run_1/congestion_map.png
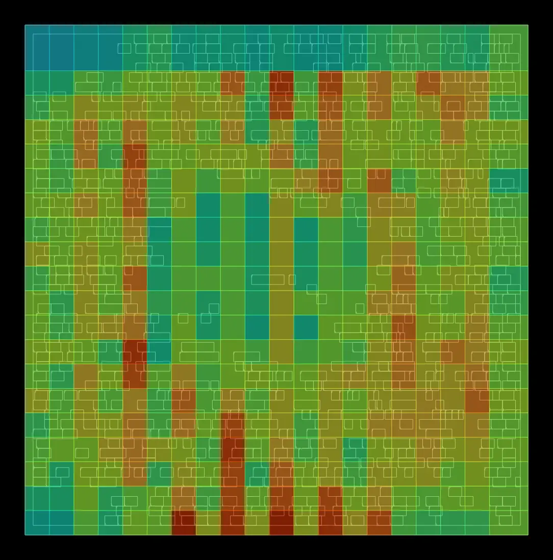
run_1/m3.png
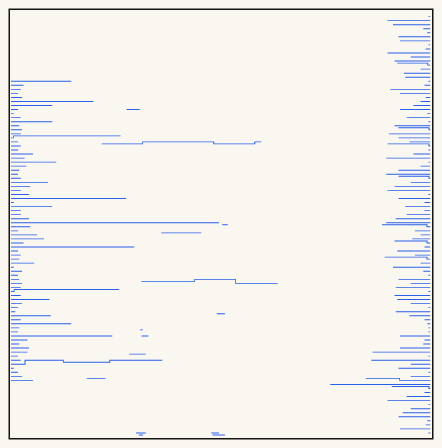
run_1/ff_map.png
Other sequential cells in the stronger gray, the rest of the logic in the fainter gray.
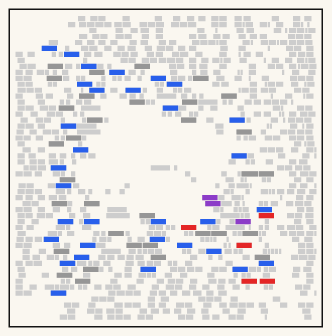
===== src/rtl/trap_sequencer_pkg.sv =====
// ---------------------------------------------------------------------------
// trap_sequencer_pkg
//  Shared constants for the machine-mode trap sequencer:
//   - default widths (exception sources, cause code, data/address)
//   - CSR write addresses used by the trap sequence
//   - FSM state encodings
//   - redirect-kind type (trap entry vs. MRET return)
// ---------------------------------------------------------------------------
package trap_sequencer_pkg;

    localparam int NUM_SRC_DEF = 3;
    localparam int CAUSE_W_DEF = 5;
    localparam int XLEN_DEF    = 32;

    localparam int CSR_ADDR_W = 12;

    localparam logic [CSR_ADDR_W-1:0] CSR_MEPC   = 12'h341;
    localparam logic [CSR_ADDR_W-1:0] CSR_MCAUSE = 12'h342;
    localparam logic [CSR_ADDR_W-1:0] CSR_MTVAL  = 12'h343;

    // FSM encodings kept as plain constants so they match the legacy
    // encodings used by the surrounding CSR unit.
    localparam logic [2:0] ST_IDLE    = 3'd0;
    localparam logic [2:0] ST_KILL    = 3'd1;
    localparam logic [2:0] ST_W_EPC   = 3'd2;
    localparam logic [2:0] ST_W_CAUSE = 3'd3;
    localparam logic [2:0] ST_W_TVAL  = 3'd4;
    localparam logic [2:0] ST_REDIR   = 3'd5;

    // What the REDIR state is redirecting for.
    typedef enum logic {
        REDIR_TRAP = 1'b0,
        REDIR_MRET = 1'b1
    } redir_kind_e;

endpackage


===== src/rtl/trap_sequencer_if.sv =====
// ---------------------------------------------------------------------------
// trap_sequencer_if
//  Bundle between the pipeline / CSR file and the trap sequencer.
//  master: pipeline + CSR side (drives requests and current CSR values)
//  slave : trap sequencer (drives CSR write port and pipeline control)
//   exc_valid/exc_cause/exc_pc/exc_tval : per-source exception requests (packed)
//   mret_valid                          : MRET retiring in execute
//   csr_mtvec/csr_mepc                  : current CSR values
//   csr_we/csr_waddr/csr_wdata          : CSR write port, one write per cycle
//   stall/flush/redirect/redirect_addr  : pipeline control
//   busy                                : sequence in progress
// ---------------------------------------------------------------------------
interface trap_sequencer_if
    import trap_sequencer_pkg::*;
#(
    parameter int NUM_SRC = NUM_SRC_DEF,
    parameter int CAUSE_W = CAUSE_W_DEF,
    parameter int XLEN    = XLEN_DEF
);
    logic [NUM_SRC-1:0]         exc_valid;
    logic [NUM_SRC*CAUSE_W-1:0] exc_cause;
    logic [NUM_SRC*XLEN-1:0]    exc_pc;
    logic [NUM_SRC*XLEN-1:0]    exc_tval;
    logic                       mret_valid;
    logic [XLEN-1:0]            csr_mtvec;
    logic [XLEN-1:0]            csr_mepc;

    logic                       csr_we;
    logic [CSR_ADDR_W-1:0]      csr_waddr;
    logic [XLEN-1:0]            csr_wdata;
    logic                       stall;
    logic                       flush;
    logic                       redirect;
    logic [XLEN-1:0]            redirect_addr;
    logic                       busy;

    modport master (
        output exc_valid, exc_cause, exc_pc, exc_tval, mret_valid, csr_mtvec, csr_mepc,
        input  csr_we, csr_waddr, csr_wdata, stall, flush, redirect, redirect_addr, busy
    );

    modport slave (
        input  exc_valid, exc_cause, exc_pc, exc_tval, mret_valid, csr_mtvec, csr_mepc,
        output csr_we, csr_waddr, csr_wdata, stall, flush, redirect, redirect_addr, busy
    );
endinterface


===== src/rtl/trap_sequencer_prio_arbiter.sv =====
// ---------------------------------------------------------------------------
// trap_prio_arbiter
//  Fixed-priority picker: the highest set index of valid_i wins (the highest
//  index is the oldest pipeline stage, so it must trap first).
//   valid_i : per-source request
//   grant_o : one-hot grant (all zero when no request)
//   idx_o   : index of the granted source (0 when no request)
// ---------------------------------------------------------------------------
module trap_prio_arbiter
    import trap_sequencer_pkg::*;
#(
    parameter int NUM_SRC = NUM_SRC_DEF,
    parameter int IDX_W   = (NUM_SRC > 1) ? $clog2(NUM_SRC) : 1
) (
    input  logic [NUM_SRC-1:0] valid_i,
    output logic [NUM_SRC-1:0] grant_o,
    output logic [IDX_W-1:0]   idx_o
);

    genvar gi;
    generate
        for (gi = 0; gi < NUM_SRC; gi++) begin : g_grant
            if (gi == NUM_SRC - 1) begin : g_top
                assign grant_o[gi] = valid_i[gi];
            end else begin : g_lower
                // A source wins only if no older (higher-index) source requests.
                assign grant_o[gi] = valid_i[gi] & ~(|valid_i[NUM_SRC-1:gi+1]);
            end
        end
    endgenerate

    always_comb begin
        idx_o = '0;
        for (int i = 0; i < NUM_SRC; i++) begin
            if (grant_o[i]) begin
                idx_o = IDX_W'(i);
            end
        end
    end

endmodule


===== src/rtl/trap_sequencer.sv =====
// ---------------------------------------------------------------------------
// trap_sequencer
//  Multi-cycle controller for the machine-mode CSR/exception unit.
//  Accepts the oldest pending exception (or an MRET) while idle, then:
//    KILL    : flush + stall the pipe
//    W_EPC   : write mepc   (latched faulting PC)
//    W_CAUSE : write mcause (latched cause, zero-extended, interrupt bit 0)
//    W_TVAL  : write mtval  (latched trap value)
//    REDIR   : redirect fetch to mtvec (direct mode) and flush
//  An MRET goes straight to REDIR and redirects to mepc.
//  Ports:
//   clk   : core clock
//   reset : synchronous, active-high
//   bus   : trap_sequencer_if.slave (requests in, CSR write / pipe control out)
// ---------------------------------------------------------------------------
module trap_sequencer
    import trap_sequencer_pkg::*;
#(
    parameter int NUM_SRC = NUM_SRC_DEF,
    parameter int CAUSE_W = CAUSE_W_DEF,
    parameter int XLEN    = XLEN_DEF
) (
    input  logic             clk,
    input  logic             reset,
    trap_sequencer_if.slave  bus
);

    localparam int IDX_W = (NUM_SRC > 1) ? $clog2(NUM_SRC) : 1;

    logic [2:0]         state_q, state_d;
    logic [CAUSE_W-1:0] cause_q, cause_d;
    logic [XLEN-1:0]    pc_q,    pc_d;
    logic [XLEN-1:0]    tval_q,  tval_d;
    redir_kind_e        kind_q,  kind_d;

    logic [NUM_SRC-1:0] grant;
    logic [IDX_W-1:0]   win_idx;
    logic               any_exc;

    // Low bits of mtvec/mepc are masked off the redirect target by design.
    logic unused_addr_bits;
    assign unused_addr_bits = ^{bus.csr_mtvec[1:0], bus.csr_mepc[0]};

    trap_prio_arbiter #(
        .NUM_SRC (NUM_SRC),
        .IDX_W   (IDX_W)
    ) u_arb (
        .valid_i (bus.exc_valid),
        .grant_o (grant),
        .idx_o   (win_idx)
    );

    assign any_exc = |grant;

    // Next-state and capture logic. Requests are only looked at in IDLE;
    // everywhere else the pipe is stalled or being flushed.
    always_comb begin
        state_d = state_q;
        cause_d = cause_q;
        pc_d    = pc_q;
        tval_d  = tval_q;
        kind_d  = kind_q;
        case (state_q)
            ST_IDLE: begin
                if (any_exc) begin
                    // Exception beats a simultaneous MRET; the MRET is dropped.
                    state_d = ST_KILL;
                    kind_d  = REDIR_TRAP;
                    cause_d = bus.exc_cause[win_idx*CAUSE_W +: CAUSE_W];
                    pc_d    = bus.exc_pc[win_idx*XLEN +: XLEN];
                    tval_d  = bus.exc_tval[win_idx*XLEN +: XLEN];
                end else if (bus.mret_valid) begin
                    state_d = ST_REDIR;
                    kind_d  = REDIR_MRET;
                end
            end
            ST_KILL:    state_d = ST_W_EPC;
            ST_W_EPC:   state_d = ST_W_CAUSE;
            ST_W_CAUSE: state_d = ST_W_TVAL;
            ST_W_TVAL:  state_d = ST_REDIR;
            ST_REDIR:   state_d = ST_IDLE;
            default:    state_d = ST_IDLE;
        endcase
    end

    always_ff @(posedge clk) begin
        if (reset) begin
            state_q <= ST_IDLE;
            cause_q <= '0;
            pc_q    <= '0;
            tval_q  <= '0;
            kind_q  <= REDIR_TRAP;
        end else begin
            state_q <= state_d;
            cause_q <= cause_d;
            pc_q    <= pc_d;
            tval_q  <= tval_d;
            kind_q  <= kind_d;
        end
    end

    // Moore outputs decoded from the current state. Write address/data and
    // redirect address are forced to zero whenever their strobe is low.
    always_comb begin
        bus.csr_we        = 1'b0;
        bus.csr_waddr     = '0;
        bus.csr_wdata     = '0;
        bus.stall         = 1'b0;
        bus.flush         = 1'b0;
        bus.redirect      = 1'b0;
        bus.redirect_addr = '0;
        case (state_q)
            ST_KILL: begin
                bus.stall = 1'b1;
                bus.flush = 1'b1;
            end
            ST_W_EPC: begin
                bus.stall     = 1'b1;
                bus.csr_we    = 1'b1;
                bus.csr_waddr = CSR_MEPC;
                bus.csr_wdata = pc_q;
            end
            ST_W_CAUSE: begin
                bus.stall     = 1'b1;
                bus.csr_we    = 1'b1;
                bus.csr_waddr = CSR_MCAUSE;
                bus.csr_wdata = {{(XLEN-CAUSE_W){1'b0}}, cause_q};
            end
            ST_W_TVAL: begin
                bus.stall     = 1'b1;
                bus.csr_we    = 1'b1;
                bus.csr_waddr = CSR_MTVAL;
                bus.csr_wdata = tval_q;
            end
            ST_REDIR: begin
                bus.redirect = 1'b1;
                bus.flush    = 1'b1;
                // mtvec is read live: nothing in this sequence writes it.
                if (kind_q == REDIR_MRET) begin
                    bus.redirect_addr = {bus.csr_mepc[XLEN-1:1], 1'b0};
                end else begin
                    bus.redirect_addr = {bus.csr_mtvec[XLEN-1:2], 2'b00};
                end
            end
            default: ;
        endcase
    end

    assign bus.busy = (state_q != ST_IDLE);

endmodule


===== src/flat_wrapper.sv =====
// flat-port wrapper written by rule: the top's interface ports become plain ports
module trap_sequencer_flat import trap_sequencer_pkg::*;
#(
    parameter int NUM_SRC = NUM_SRC_DEF,
    parameter int CAUSE_W = CAUSE_W_DEF,
    parameter int XLEN    = XLEN_DEF
)
  (clk, reset, bus_exc_valid, bus_exc_cause, bus_exc_pc, bus_exc_tval, bus_mret_valid, bus_csr_mtvec, bus_csr_mepc, bus_csr_we, bus_csr_waddr, bus_csr_wdata, bus_stall, bus_flush, bus_redirect, bus_redirect_addr, bus_busy);
  trap_sequencer_if #(.NUM_SRC(NUM_SRC), .CAUSE_W(CAUSE_W), .XLEN(XLEN)) bus_i ();
  input  logic clk;
  input  logic reset;
  input wire logic [$bits(bus_i.exc_valid)-1:0] bus_exc_valid;
  input wire logic [$bits(bus_i.exc_cause)-1:0] bus_exc_cause;
  input wire logic [$bits(bus_i.exc_pc)-1:0] bus_exc_pc;
  input wire logic [$bits(bus_i.exc_tval)-1:0] bus_exc_tval;
  input wire logic [$bits(bus_i.mret_valid)-1:0] bus_mret_valid;
  input wire logic [$bits(bus_i.csr_mtvec)-1:0] bus_csr_mtvec;
  input wire logic [$bits(bus_i.csr_mepc)-1:0] bus_csr_mepc;
  output wire logic [$bits(bus_i.csr_we)-1:0] bus_csr_we;
  output wire logic [$bits(bus_i.csr_waddr)-1:0] bus_csr_waddr;
  output wire logic [$bits(bus_i.csr_wdata)-1:0] bus_csr_wdata;
  output wire logic [$bits(bus_i.stall)-1:0] bus_stall;
  output wire logic [$bits(bus_i.flush)-1:0] bus_flush;
  output wire logic [$bits(bus_i.redirect)-1:0] bus_redirect;
  output wire logic [$bits(bus_i.redirect_addr)-1:0] bus_redirect_addr;
  output wire logic [$bits(bus_i.busy)-1:0] bus_busy;
  assign bus_i.exc_valid = bus_exc_valid;
  assign bus_i.exc_cause = bus_exc_cause;
  assign bus_i.exc_pc = bus_exc_pc;
  assign bus_i.exc_tval = bus_exc_tval;
  assign bus_i.mret_valid = bus_mret_valid;
  assign bus_i.csr_mtvec = bus_csr_mtvec;
  assign bus_i.csr_mepc = bus_csr_mepc;
  assign bus_csr_we = bus_i.csr_we;
  assign bus_csr_waddr = bus_i.csr_waddr;
  assign bus_csr_wdata = bus_i.csr_wdata;
  assign bus_stall = bus_i.stall;
  assign bus_flush = bus_i.flush;
  assign bus_redirect = bus_i.redirect;
  assign bus_redirect_addr = bus_i.redirect_addr;
  assign bus_busy = bus_i.busy;
  trap_sequencer #(.NUM_SRC(NUM_SRC), .CAUSE_W(CAUSE_W), .XLEN(XLEN)) u_core (.clk(clk), .reset(reset), .bus(bus_i));
endmodule

===== config.mk =====
export PLATFORM = sky130hd
export DESIGN_NAME = trap_sequencer_flat
export DESIGN_NICKNAME = d
export VERILOG_FILES = /design/src/rtl/trap_sequencer_pkg.sv /design/src/rtl/trap_sequencer_if.sv /design/src/rtl/trap_sequencer_prio_arbiter.sv /design/src/rtl/trap_sequencer.sv /design/src/flat_wrapper.sv
export SDC_FILE = /design/constraint.sdc
export NUM_CORES = 1
export LEC_CHECK = 0
export CAP_MARGIN = 10
export CORE_AREA = 2 2 140 142
export DETAILED_ROUTE_END_ITERATION = 8
export DIE_AREA = 0 0 142 144
export HOLD_SLACK_MARGIN = 0.02
export SLEW_MARGIN = 0
export SYNTH_ARGS = -nofsm -noshare
export SYNTH_HDL_FRONTEND = slang
export SYNTH_SLANG_ARGS = --single-unit

===== constraint.sdc =====
create_clock -name clk -period 5.1 [get_ports clk]
set_input_delay 0.765 -clock clk [delete_from_list [all_inputs] [get_ports clk]]
set_output_delay 0.765 -clock clk [all_outputs]
set_load 0.02 [all_outputs]

==> results.txt, run 1 <==
Notes on the physical implementation.

- Summed over all instances, the cell type with the most area after synthesis is sky130_fd_sc_hd__dfxtp_1.
- The critical path's largest stage delay is 0.80 ns, for reference.
- The final total power is 2.055 mW, for reference.
- Entering global routing, the biggest net connects 74 pins.
- Non-clock inverters in the final layout number 2.
- The region available for standard cell placement spans 19080 um^2.
- The critical path in this run is classified as reg -> out.
- The routed length on met2 is between 9000 and 10000 um, for reference.
- The area of combinational cells with multiple inputs is 3349 um^2, for reference.
- The count of buffers not belonging to the clock network in the layout is 353, for reference.
- In the final layout, the registers with the most flip-flops are u_core.pc_q (32), u_core.tval_q (32), u_core.cause_q (5).
- The power report attributes to the clock group a share of 0.333.
- The leakage power is roughly 3.3 nW, for reference.
- In the CTS report, the clock slew at the register clock pins of the worst setup and hold paths is listed as ~0.060 ns.
- The launching element type of the critical path is a register, for reference.
- Looking at the max-slew report, the worst-margin pin has a slew of roughly 1.1 ns.
- Logged for this run, the post-placement worst setup slack is around 1.7 ns.
- The clock tree has to reach between 70 and 80 sinks.
- The data arrival time of the critical path is just over 3 ns, for reference.
- The met2 layer usage reported by global route is 0.3155, for reference.
- The clock tree from TritonCTS is built, for reference.
- By area, the class that comes first in the final layout consists of non-clock buffers.
- The leading power group is sequential cells, for reference.
- The detailed placer reported the number of placed instances as 1080.
- Setup total negative slack on the finished layout was measured at 0 ns.
- The fraction of power spent switching nets is 0.2784, for reference.
- Per the cell usage report, the commonest logic cells after layout are 343 x sky130_fd_sc_hd__clkdlybuf4s50_1, 104 x sky130_fd_sc_hd__mux2i_1, 72 x sky130_fd_sc_hd__dfxtp_1, 70 x sky130_fd_sc_hd__nand2b_1, 69 x sky130_fd_sc_hd__mux2_2.
- Walking the worst path, the cells encountered are nor2b_1 -> nand2_1 -> nor2_1 -> clkdlybuf4s50_1.
- The clock network consumes a total of between 0.6 and 0.7 mW.
- The post-synthesis cell count from yosys is approximately 550, for reference.
- The vertical die dimension is ~140 um, for reference.
- In this run, the synthesized area fraction spent on AND-OR/OR-AND gates is recorded as 0.1544.
- After synthesis, the share of cell area in mux cells is 0.3577.
- The power report lists cell-internal power as approximately 1.5 mW.
- The shortest clock period the worst path allows after layout is 3.793 ns, for reference.
- Of all nets on the critical path, the largest fanout is 32.
- The count of buffers added by post-CTS timing repair for setup is 0, for reference.
- The number of global-route vias before repair came to approximately 5000.
- The remaining max-slew budget at the tightest pin is 0.2922, for reference.
- After technology mapping, the gate count stands at approximately 550.
- The number of antenna violations at the first check in global routing came to 1.
- Routability-driven placement finished with a final weighted congestion of approximately 0.72.
- The relative contribution of sequential cells to total power is 0.341, for reference.
- Sorting the synthesized cells by area gives the leading types as sky130_fd_sc_hd__dfxtp_1 29%, sky130_fd_sc_hd__mux2i_1 20%, sky130_fd_sc_hd__mux2_2 15%.
- Hold timing on the final database bottoms out at a slack of 0.4820 ns.
- The length in cells of the worst reg-to-reg path is 5, for reference.
- The post-cts gate resize count is 0, for reference.
- The post-cts hold-fix buffer tally is 0, for reference.
- The timing-limited maximum frequency is around 260 MHz, for reference.
- The fraction of area in clock buffers and inverters is 0.03607, for reference.
- The synthesized-area fraction occupied by adder cells is 0, for reference.
- The reported net switching power is 0.5721 mW, for reference.
- The final report gives the standard cell area, fillers excluded, as 8949 um^2.
- The layout report gives the multi-input gate share of total cell area as 0.3743.
- The dominant logic cell type in the layout is sky130_fd_sc_hd__clkdlybuf4s50_1, for reference.
- The power report attributes to the combinational group a share of 0.326.
- The final design was reported to hold multi-input combinational gates totalling about 410.
- The share of async-settable or async-resettable flops after synthesis is 0, for reference.
- The clock reaches the later pin of the worst-skew pair after between 0.3 and 0.4 ns.
- The flow ran to the end, and the final reports show no timing, DRC or antenna violations.
- After detailed routing, the wire length on met1 is approximately 7600 um.
- The reg-to-reg critical path endpoint is u_core.tval_q[9]$_SDFFE_PP0P_, for reference.
- The share of the core filled by cells before placement is 0.2664, for reference.
- The global router reports that the layer with the highest usage is met2.
- The final hold violation count is 0, for reference.
- Note, the detailed placer reported a final HPWL of approximately 14000 um.
- For this run the top cell type by instance count after synthesis was sky130_fd_sc_hd__mux2i_1.
- Per the power-grid run, VDD falls by no more than ~0.00015 V.
- STA classifies the critical path endpoint as an output pin.
- The sequential portion of the cell area is 0.1635, for reference.
- Yosys reports a chip area of 5082 um^2.
- The iteration count recorded for the first detailed-route pass is 4.
- The finished layout reports a core utilization of 0.4690.
- The count of final max-slew check failures is 0, for reference.
- The number of tapcells is roughly 240, for reference.
- The termination of the worst setup path is bus_redirect_addr[4], for reference.
- The count of warning messages emitted by the tools is 29, for reference.
- The cell family with the largest share of critical-path delay is simple AND/OR/NAND/NOR gates, for reference.
- By area, the combinational part of the netlist is dominated by multiplexers.
- The areal power density over the cells is 229.6 nW/um^2, for reference.
- The floorplan report gives the top-level pin count as 358.
- The cell at the root of the clock tree is sky130_fd_sc_hd__clkbuf_16, for reference.
-- congestion_map.png (at the start) --
met1 layer usage reported by global route: 0.2029
routed wirelength normalized by instance count: 17.48 um

-- m3.png (at the start) --
longest straight run: 69.7 um
main direction: horizontal

-- ff_map.png (at the start) --
legend:
  red:
    netlist_name: u_core.cause_q
    flops: 5
    where: lower right
  purple:
    netlist_name: u_core.state_q
    flops: 3
  blue:
    netlist_name: u_core.pc_q
    flops: 32
sequential cell power: 0.700 mW
Register Area: 1463 um^2

run_1/layers.png
Two of the layers only.
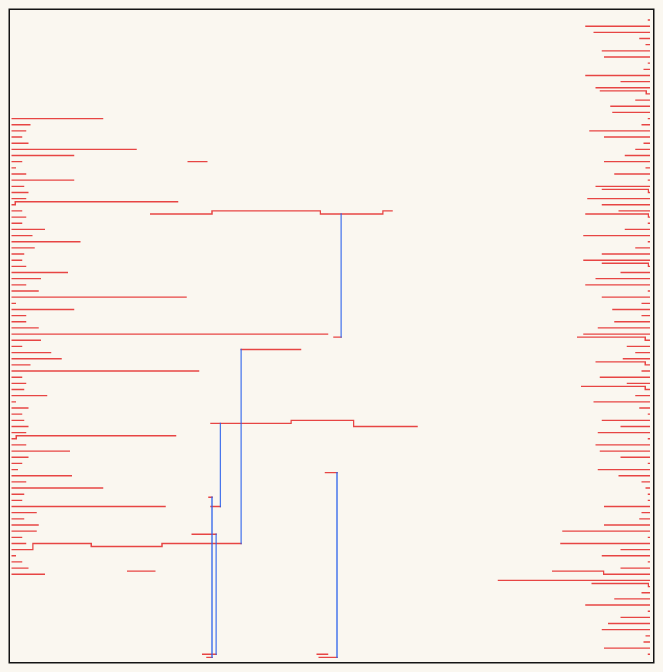

==> run 2, diff against run 1 <==
Settings changed: CORE_AREA 2 2 140 142 to 2 2 137 139, DIE_AREA 0 0 142 144 to 0 0 139 141, PLACE_DENSITY from default to 0.67.
Clock period 5.1 ns to 3.8 ns, I/O delays scaled along.
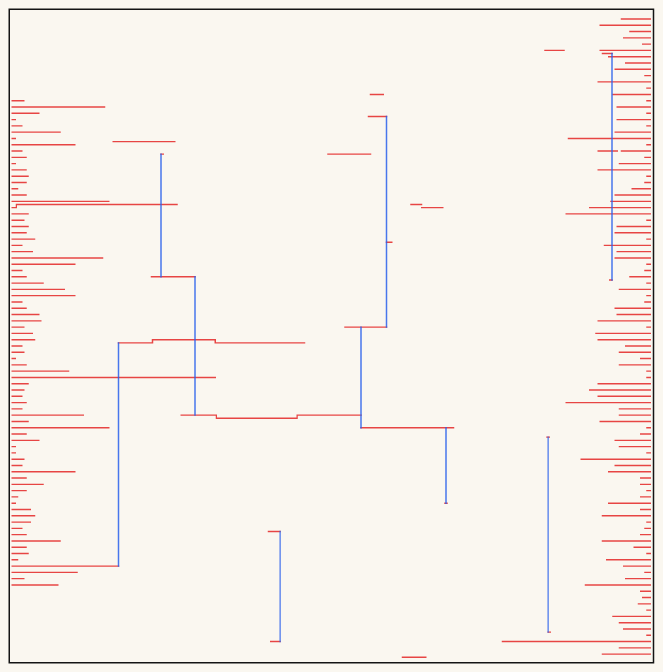
run_2/layers.png
Two of the layers only.
legend:
  blue:
    layer: M4
    wire_length: 303 um
  red:
    layer: M3
    wire_length: 1300 um

==> results.txt, run 2 <==
Notes on the physical implementation.

- TritonCTS built the clock tree.
- Per the synthesis report, the XOR/XNOR share of the synthesized area is 0.003447.
- The instance tally after logic synthesis is 547 (unchanged), for reference.
- The floorplan has roughly 50 rows.
- Overall routing resource usage recorded by global route was 0.1905.
- In this run, synthesis inferred 0 flip-flops with an integrated enable.
- The placed wire-length estimate after detailed placement is 14480 um (+0.65%), for reference.
- The fraction of power spent switching nets is 0.2965 (+0.01803).
- The reported net switching power is 0.8082 mW (+41%), for reference.
- The average size of a mapped cell is 9.291 um^2, for reference.
- The clock-pin slew on the worst setup and hold paths was 0.06 ns (about the same).
- The timing-limited maximum frequency is approximately 300 MHz, for reference.
- The data arrival time of the critical path is 2.82 ns (-0.21 ns), for reference.
- Counting buffers and inverters, the worst setup path is 5 cells deep.
- The uppermost signal routing layer after detailed routing is met4, for reference.
- The final core area utilization is 0.4918 (+0.02277).
- The count of final max-slew check failures is 0 (unchanged).
- The critical path's largest stage delay was 0.62 ns (-0.18 ns).
- The worst supply voltage drop on vdd is 0.0002164 V (+46%), for reference.
- In this run the critical register-to-register path is captured at u_core.pc_q[11]$_SDFFE_PP0P_.
- The number of multi-input logic gates is 414 (unchanged), for reference.
- The cell family with the largest share of critical-path delay is buffers and inverters, for reference.
- Ranked by total area, the top cell class in this layout is non-clock buffers.
- The relative contribution of sequential cells to total power is 0.342 (about the same), for reference.
- The met2 layer usage reported by global route is 0.3368 (+0.02126), for reference.
- The routing usage on met1 was 0.2288 (+0.02589).
- The post-placement cell count is 1082 (+0.19%), for reference.
- The logic gate share of total power is 0.337 (+0.011), for reference.
- Yosys shows that the main logic family after synthesis is multiplexers.
- The width of the chip is around 140 um, for reference.
- The final standard cell area without fillers came to 8984 um^2 (+0.39%).
- The top flip-flop cell by instance count after synthesis is sky130_fd_sc_hd__dfxtp_1, for reference.
- The share of synthesized cell area in and-or and or-and compound cells came to 0.1544 (unchanged).
- The post-synthesis cell count from yosys is 547 (unchanged), for reference.
- The critical path class is reg -> out, for reference.
- The most popular library cell in the synthesized design by count is sky130_fd_sc_hd__mux2i_1, for reference.
- The worst hold margin came to 0.4864 ns (+0.004394 ns).
- The netlist area before placement is between 5000 and 6000 um^2, for reference.
- In the post-route analysis, the smallest setup slack over all paths is just over 0.4 ns.
- The number of ordinary inverters in the final layout was 2 (unchanged).
- The leakage power came to 3.355 nW (+0.86%).
- The post-route met1 wirelength is 7994 um (+4.8%), for reference.
- The total congestion overflow is 0, for reference.
- The fraction of area in clock buffers and inverters is 0.03370 (-0.002369), for reference.
- For this run, the detailed router reports a per-instance via density of 4.779.
- The launching element type of the critical path is a register, for reference.
- The remaining max-slew budget at the tightest pin is 0.4671 (+0.1749), for reference.
- The vertical die dimension came to 141 um (-2.1%).
- The area of the placeable core is 18270 um^2 (-4.3%), for reference.
- The count of buffers added by post-CTS timing repair for setup is 0 (unchanged), for reference.
- The count of warning messages emitted by the tools is 29 (unchanged), for reference.
- The routing layer with the top usage in global route is met2, for reference.
- The routed length on met2 was 9540 um (-2.3%).
- For reference, the critical path cell chain is nand2b_1 -> nor2_4 -> buf_4 -> a22o_1 -> clkdlybuf4s50_1.
- The number of tapcells came to 234 (-1.7%).
- The number of sinks on the clock net was 73 (unchanged).
- The internal power component is 1.918 mW (+29%).
- The area of combinational cells with multiple inputs is 3354 um^2 (+0.15%).
- The clock latency of the later-clocked register in the worst-skew pair came to 0.34 ns (about the same).
- The worst slack at placement is 0.6980 ns (-0.9523 ns), for reference.
- The area growth from synthesis to layout is 76.76%, for reference.
- Leaving out fill and tap cells, the most frequent cell in the layout is sky130_fd_sc_hd__clkdlybuf4s50_1.
- The areal power density over the cells is 303.4 nW/um^2 (+32%).
- The number of detailed-route iterations in the first pass came to 4 (unchanged).
- The number of antenna violations at the first check in global routing was 0 (-1).
- The count of buffers not belonging to the clock network in the layout came to 359 (+1.7%).
- The source of the worst register-to-register timing path is u_core.state_q[0]$_SDFFE_PP0P_, for reference.
- The post-cts gate resize count was 0 (unchanged).
- The total clock network power was 0.874 mW (+28%).
- The post-cts hold-fix buffer tally is 0 (unchanged), for reference.
- The length in cells of the worst reg-to-reg path came to 5 (unchanged).
- The Yosys chip area was 5082 um^2 (unchanged).
- The worst-path maximum fanout is 19 (-41%), for reference.
- The end-of-flow timing check tallies setup violations at 0.
- The number of placed I/O pins came to 358 (unchanged).
- The share of cell area taken by multi-input logic gates came to 0.3734 (-0.0009023).
- The cell at the root of the clock tree is sky130_fd_sc_hd__clkbuf_16, for reference.
- The final estimated routing congestion in global placement came to 0.7755 (+8.3%).
- The synthesized design spends more area on one cell type than any other, namely sky130_fd_sc_hd__dfxtp_1.
- The average routed wire per standard cell came to 17.43 um (-0.29%).
- The top cell types in the final layout, fill and taps aside, are 343 x sky130_fd_sc_hd__clkdlybuf4s50_1, 104 x sky130_fd_sc_hd__mux2i_1, 72 x sky130_fd_sc_hd__dfxtp_1, 70 x sky130_fd_sc_hd__nand2b_1, 69 x sky130_fd_sc_hd__mux2_2.
- Per the final report, the share of cell area in non-clock buffers is 0.3967.
- By area the synthesized netlist is led by sky130_fd_sc_hd__dfxtp_1 29%, sky130_fd_sc_hd__mux2i_1 20%, sky130_fd_sc_hd__mux2_2 15%.
- The largest registers in the layout are u_core.pc_q (32), u_core.tval_q (32), u_core.cause_q (5).
- The slew at the pin closest to its max-slew limit was 0.7993 ns (-0.2598 ns).
- The worst setup path is captured at an output pin.
- According to the timing report, the critical path is captured at bus_csr_wdata[13].
- The area taken by flip-flops and latches is 1463 um^2 (unchanged), for reference.
- The final hold violation count was 0 (unchanged).
- The count of state elements after synthesis is about 73, for reference.
- The detail route stage leaves a number of antenna-violating nets equal to 0.
- The final total power was 2.726 mW (+33%).
- The leading power group is sequential cells, for reference.
- The post-route setup TNS is 0 ns (unchanged), for reference.
- The number of global-route vias before repair is 5370 (+7.5%).
- The share of async-settable or async-resettable flops after synthesis came to 0 (unchanged).
- The multiplexer fraction of the synthesized cell area is 0.3577 (unchanged).
- The relative contribution of the clock network to total power was 0.321 (-0.012).
- The number of nets in the layout is around 1100, for reference.
- The flow ran to the end, and the final reports show no timing, DRC or antenna violations.
- The combined buffer and inverter count along the critical path is 2, for reference.
- The maximum number of pins on one net before global-route repair came to 74 (unchanged).
- For this run, the number of Yosys warnings is 0.
- The share of the core filled by cells before placement was 0.2782 (+0.01184).
- The synthesized-area fraction occupied by adder cells was 0 (unchanged).
- The destination of the worst hold path is u_core.pc_q[31]$_SDFFE_PP0P_, for reference.
- The shortest clock period the worst path allows after layout is approximately 3.4 ns, for reference.
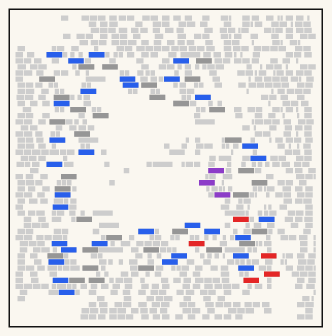
run_2/ff_map.png
Other sequential cells in the stronger gray, the rest of the logic in the fainter gray.
legend:
  purple:
    netlist_name: u_core.state_q
    flops: 3
  blue:
    netlist_name: u_core.pc_q
    flops: 32
    where: widely spread
  red:
    netlist_name: u_core.cause_q
    flops: 5
    where: lower right
not colored: 33
flop share of the area: 0.1628
sequential cell power: 0.933 mW

Power is estimated from default activity; no workload was simulated.
